==> images/congestion_map.png <==
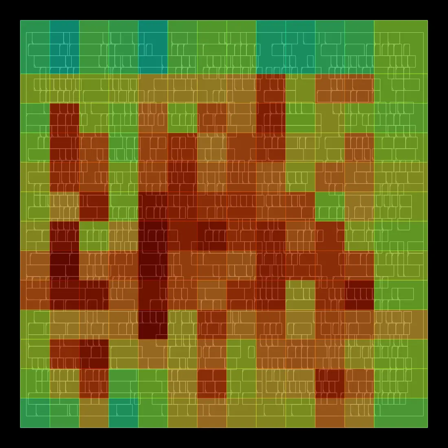
==> images/m4.png <==
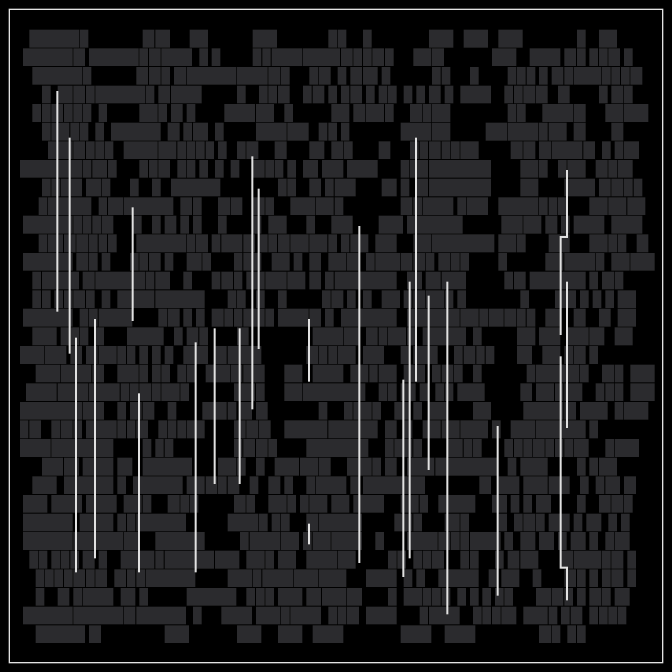
==> images/m2.png <==
Bar = 20 µm.
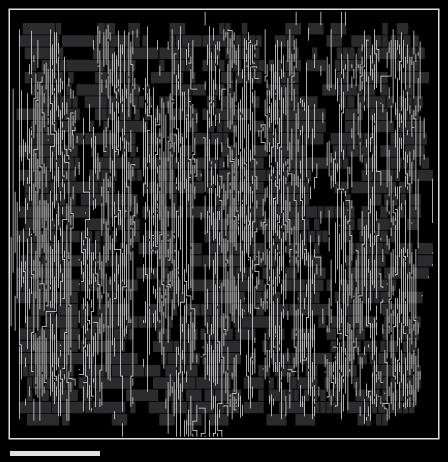
===== src/rtl/fan_pwm_ramp.sv =====
// Fan PWM generator with per-period slew limiting and a full-on kickstart from standstill.
// Period boundaries are exported on period_start so neighbouring logic can align to them.
module fan_pwm_ramp #(
    parameter int PERIOD       = 2000,
    parameter int CNT_W        = 11,
    parameter int DUTY_W       = 11,
    parameter int STEP         = 100,
    parameter int KICK_PERIODS = 4,
    parameter int INVERT       = 1
) (
    input  logic              clk_us,
    input  logic              rst_n,
    input  logic              enable,
    input  logic [DUTY_W-1:0] duty_target,
    output logic              speed_ctl,
    output logic [DUTY_W-1:0] duty_cur,
    output logic              period_start,
    output logic              at_target,
    output logic              kicking
);

    typedef enum logic [1:0] {
        ST_IDLE = 2'd0,
        ST_KICK = 2'd1,
        ST_RUN  = 2'd2
    } state_t;

    localparam logic [CNT_W-1:0]  CNT_LAST  = CNT_W'(PERIOD - 1);
    localparam logic [CNT_W-1:0]  CNT_ZERO  = {CNT_W{1'b0}};
    localparam logic [CNT_W-1:0]  CNT_ONE   = CNT_W'(1);
    localparam logic [DUTY_W-1:0] PERIOD_D  = DUTY_W'(PERIOD);
    localparam logic [DUTY_W-1:0] STEP_D    = DUTY_W'(STEP);
    localparam logic [DUTY_W-1:0] DUTY_ZERO = {DUTY_W{1'b0}};
    localparam logic [3:0]        KICK_INIT = (KICK_PERIODS > 0) ? 4'(KICK_PERIODS - 1) : 4'd0;
    localparam logic              INV_L     = (INVERT != 0) ? 1'b1 : 1'b0;

    state_t            state_r;
    state_t            state_nxt_s;
    logic [CNT_W-1:0]  cnt_r;
    logic [CNT_W-1:0]  cnt_nxt_s;
    logic [DUTY_W-1:0] duty_cur_r;
    logic [DUTY_W-1:0] duty_nxt_s;
    logic [3:0]        kick_cnt_r;
    logic [3:0]        kick_nxt_s;
    logic [DUTY_W-1:0] eff_s;
    logic [DUTY_W-1:0] duty_eff_nxt_s;
    logic              boundary_s;
    logic              on_nxt_s;
    logic              speed_ctl_r;
    logic              period_start_r;
    logic              kicking_r;
    logic              at_target_s;

    // Largest permitted duty move toward the target this period.
    function automatic logic [DUTY_W-1:0] step_lim(input logic [DUTY_W-1:0] diff);
        if (diff < STEP_D) begin
            step_lim = diff;
        end else begin
            step_lim = STEP_D;
        end
    endfunction

    // Effective target: clamped request, forced to zero when disabled.
    always_comb begin
        eff_s = DUTY_ZERO;
        if (!enable) begin
            eff_s = DUTY_ZERO;
        end else if (duty_target > PERIOD_D) begin
            eff_s = PERIOD_D;
        end else begin
            eff_s = duty_target;
        end
    end

    assign boundary_s = (cnt_r == CNT_LAST);

    // Next phase count, state, duty and kick count; only the boundary moves state.
    always_comb begin
        state_nxt_s = state_r;
        duty_nxt_s  = duty_cur_r;
        kick_nxt_s  = kick_cnt_r;
        if (boundary_s) begin
            cnt_nxt_s = CNT_ZERO;
        end else begin
            cnt_nxt_s = cnt_r + CNT_ONE;
        end
        if (boundary_s) begin
            case (state_r)
                ST_IDLE: begin
                    if (eff_s == DUTY_ZERO) begin
                        state_nxt_s = ST_IDLE;
                    end else if (KICK_PERIODS > 0) begin
                        state_nxt_s = ST_KICK;
                        kick_nxt_s  = KICK_INIT;
                    end else begin
                        state_nxt_s = ST_RUN;
                        duty_nxt_s  = step_lim(eff_s);
                    end
                end
                ST_KICK: begin
                    if (eff_s == DUTY_ZERO) begin
                        state_nxt_s = ST_IDLE;
                        kick_nxt_s  = 4'd0;
                    end else if (kick_cnt_r == 4'd0) begin
                        state_nxt_s = ST_RUN;
                        duty_nxt_s  = step_lim(eff_s);
                    end else begin
                        kick_nxt_s  = kick_cnt_r - 4'd1;
                    end
                end
                ST_RUN: begin
                    // Differences are taken only in the direction known to be positive.
                    if (duty_cur_r < eff_s) begin
                        duty_nxt_s = duty_cur_r + step_lim(eff_s - duty_cur_r);
                    end else if (duty_cur_r > eff_s) begin
                        duty_nxt_s = duty_cur_r - step_lim(duty_cur_r - eff_s);
                    end else begin
                        duty_nxt_s = duty_cur_r;
                    end
                    if ((duty_nxt_s == DUTY_ZERO) && (eff_s == DUTY_ZERO)) begin
                        state_nxt_s = ST_IDLE;
                    end else begin
                        state_nxt_s = ST_RUN;
                    end
                end
                default: begin
                    state_nxt_s = ST_IDLE;
                    duty_nxt_s  = DUTY_ZERO;
                    kick_nxt_s  = 4'd0;
                end
            endcase
        end else begin
            state_nxt_s = state_r;
        end
    end

    // Duty that will be applied in the next cycle, used to pre-register the PWM pin.
    always_comb begin
        duty_eff_nxt_s = DUTY_ZERO;
        case (state_nxt_s)
            ST_IDLE: duty_eff_nxt_s = DUTY_ZERO;
            ST_KICK: duty_eff_nxt_s = PERIOD_D;
            ST_RUN:  duty_eff_nxt_s = duty_nxt_s;
            default: duty_eff_nxt_s = DUTY_ZERO;
        endcase
        on_nxt_s = (32'(cnt_nxt_s) < 32'(duty_eff_nxt_s));
    end

    // State registers and registered outputs, with synchronous active-low reset.
    always_ff @(posedge clk_us) begin
        if (!rst_n) begin
            cnt_r          <= CNT_ZERO;
            state_r        <= ST_IDLE;
            duty_cur_r     <= DUTY_ZERO;
            kick_cnt_r     <= 4'd0;
            speed_ctl_r    <= INV_L;
            period_start_r <= 1'b1;
            kicking_r      <= 1'b0;
        end else begin
            cnt_r          <= cnt_nxt_s;
            state_r        <= state_nxt_s;
            duty_cur_r     <= duty_nxt_s;
            kick_cnt_r     <= kick_nxt_s;
            speed_ctl_r    <= on_nxt_s ^ INV_L;
            period_start_r <= (cnt_nxt_s == CNT_ZERO);
            kicking_r      <= (state_nxt_s == ST_KICK);
        end
    end

    // Target-reached flag tracks the live effective target.
    always_comb begin
        at_target_s = 1'b0;
        if (state_r == ST_RUN) begin
            at_target_s = (duty_cur_r == eff_s);
        end else if (state_r == ST_IDLE) begin
            at_target_s = (eff_s == DUTY_ZERO);
        end else begin
            at_target_s = 1'b0;
        end
    end

    assign speed_ctl    = speed_ctl_r;
    assign duty_cur     = duty_cur_r;
    assign period_start = period_start_r;
    assign kicking      = kicking_r;
    assign at_target    = at_target_s;

endmodule


===== config.mk =====
export PLATFORM = sky130hd
export DESIGN_NAME = fan_pwm_ramp
export DESIGN_NICKNAME = d
export VERILOG_FILES = /design/src/rtl/fan_pwm_ramp.sv
export SDC_FILE = /design/constraint.sdc
export NUM_CORES = 1
export LEC_CHECK = 0
export ABC_AREA = 1
export CAP_MARGIN = 10
export CORE_UTILIZATION = 54
export DETAILED_ROUTE_END_ITERATION = 16
export PLACE_DENSITY = 0.74
export RECOVER_POWER = 100
export SLEW_MARGIN = 30
export SYNTH_ARGS = -nofsm -noshare
export SYNTH_HDL_FRONTEND = slang
export SYNTH_SLANG_ARGS = --single-unit

===== constraint.sdc =====
create_clock -name clk_us -period 7.7 [get_ports clk_us]
set_clock_uncertainty 0.1 [all_clocks]
set_input_delay 1.54 -clock clk_us [delete_from_list [all_inputs] [get_ports clk_us]]
set_output_delay 1.54 -clock clk_us [all_outputs]
set_load 0.02 [all_outputs]

==> impl_metrics.yaml <==
# generated from flow reports
place:
  io_buffers: 28
  placed_area_um2: 5480
  gp_congestion: 0.942
clocking:
  clkTransAtPathRegs_ns: 0.06
critical_path:
  cp-start-kind: "input pin"
  worstPathMaxFanout: 6
  critPathKind: "input pin to register"
  crit_top_cell: "nand2_1"
timing:
  final_max_slew_viol_count: 0
  finalHoldViolCount: 0
  setup_viol: 0
  holdWs_ns: 0.386
  slew-limit-headroom_pct: 48.5
  fin_setup_tns_ns: 0
die:
  core_um2: 8340
  die_area_um2: 9080
route:
  drtIter0Drc: 337
  viasPerCell: 5.60
  drt_first_pass_iters: 5
yosys:
  ys_types: 48
  synthesis.area_um2: 4700
  ys_top_cells_by_area: "nand2_1 18%, ha_1 15%, dfxtp_1 13%"
  ys_sh_aoi_pct: 13.6
  ys_seq_share_pct: 13.2
  synth_area_leader_cell: "nand2_1"
power:
  p_int_w: 0.000295
  p_comb_share_pct: 37.6
  power.density_nw_per_um2: 78.0
cells_and_area:
  fin_area_um2: 5870
  final_common_cell: "nand2_1"
grt:
  grt_pass1_vias: 5186
  grt_start_max_net_pins: 28
  grt_usage_pct: 34.7
status:
  status: "completed"
job:
  tool_warnings: 39
Notes on congestion_map.png above:
met1 Track Usage GR: 39.2%
GR Util met2: 64.3%
routed len/inst: 15.8 µm

Notes on m4.png above:
longest straight run = 49.0 µm
main direction = vertical
wire length on this layer = 657 µm
final WL: 15600 µm
vias: 5530

Notes on m2.png above:
main direction = vertical
wire length on this layer = 7840 µm
nets with wire on the layer = 788
share of all routed wire = 50%
longest straight run = 40.8 µm

## what timing repair did
action,4_1_cts,5_1_grt
resized,0,66
setup endpoints to repair,0,1
buffers inserted,0,2
## cells in the mapped netlist, types with 2 or more instances
library cell,n
and2_1,2
o221ai_1,3
o21ai_1,8
nor2_1,66
xor2_1,8
mux2i_1,3
nor2_4,5
or2_1,3
buf_2,4
a31oi_1,3
o211ai_1,5
conb_1,2
nand3_2,6
clkbuf_1,4
nor3_1,17
inv_1,116
clkinv_1,4
and3_1,2
or2_2,2
nand4_1,16
buf_4,2
nor2_2,4
a21oi_2,2
nand2_2,11
a21o_1,3
inv_2,14
o311ai_1,2
fa_1,4
o21ai_0,20
xnor2_1,4
nand2_1,222
ha_1,55
nand3b_1,2
o21bai_1,7
a211oi_1,3
a21oi_1,45
nor4_1,2
dfxtp_1,31
nand3_1,77
## worst paths after layout
path / slack [ns] / endpoint / depth (start not counted) / from
max: 0.38 / speed_ctl / 44 / duty_target[4]
max reg2reg: 1.75 / speed_ctl / 38 / duty_cur[1]
min: 0.39 / kick_cnt_r[3] / 2 / kick_cnt_r[3]
min reg2reg: 0.39 / kick_cnt_r[3] / 2 / kick_cnt_r[3]
## state kept, by name, summed over array words and instances (netlist names)
name          flops
state_r           2
cnt_r            11
period_start      1
kicking           1
kick_cnt_r        4
speed_ctl         1
duty_cur         11
## layer usage
layer	part of all wire [%]	GRT usage [%]	vias up
met3	5.1	3.51	47
met5	0	0	-
met1	40	39.2	2526
li1	-	-	2761
met4	4.2	17.0	0
met2	50	64.3	196
## final cells by class
cell class,count,area (µm²)
inverter,134,505
clock inverter,1,5.00
timing repair buffer,83,706
multi-input combinational,627,3830
fill,754,2470
sequential,31,621
tap,105,131
clock buffer,7,76.3
Power is estimated from default activity; no workload was simulated.
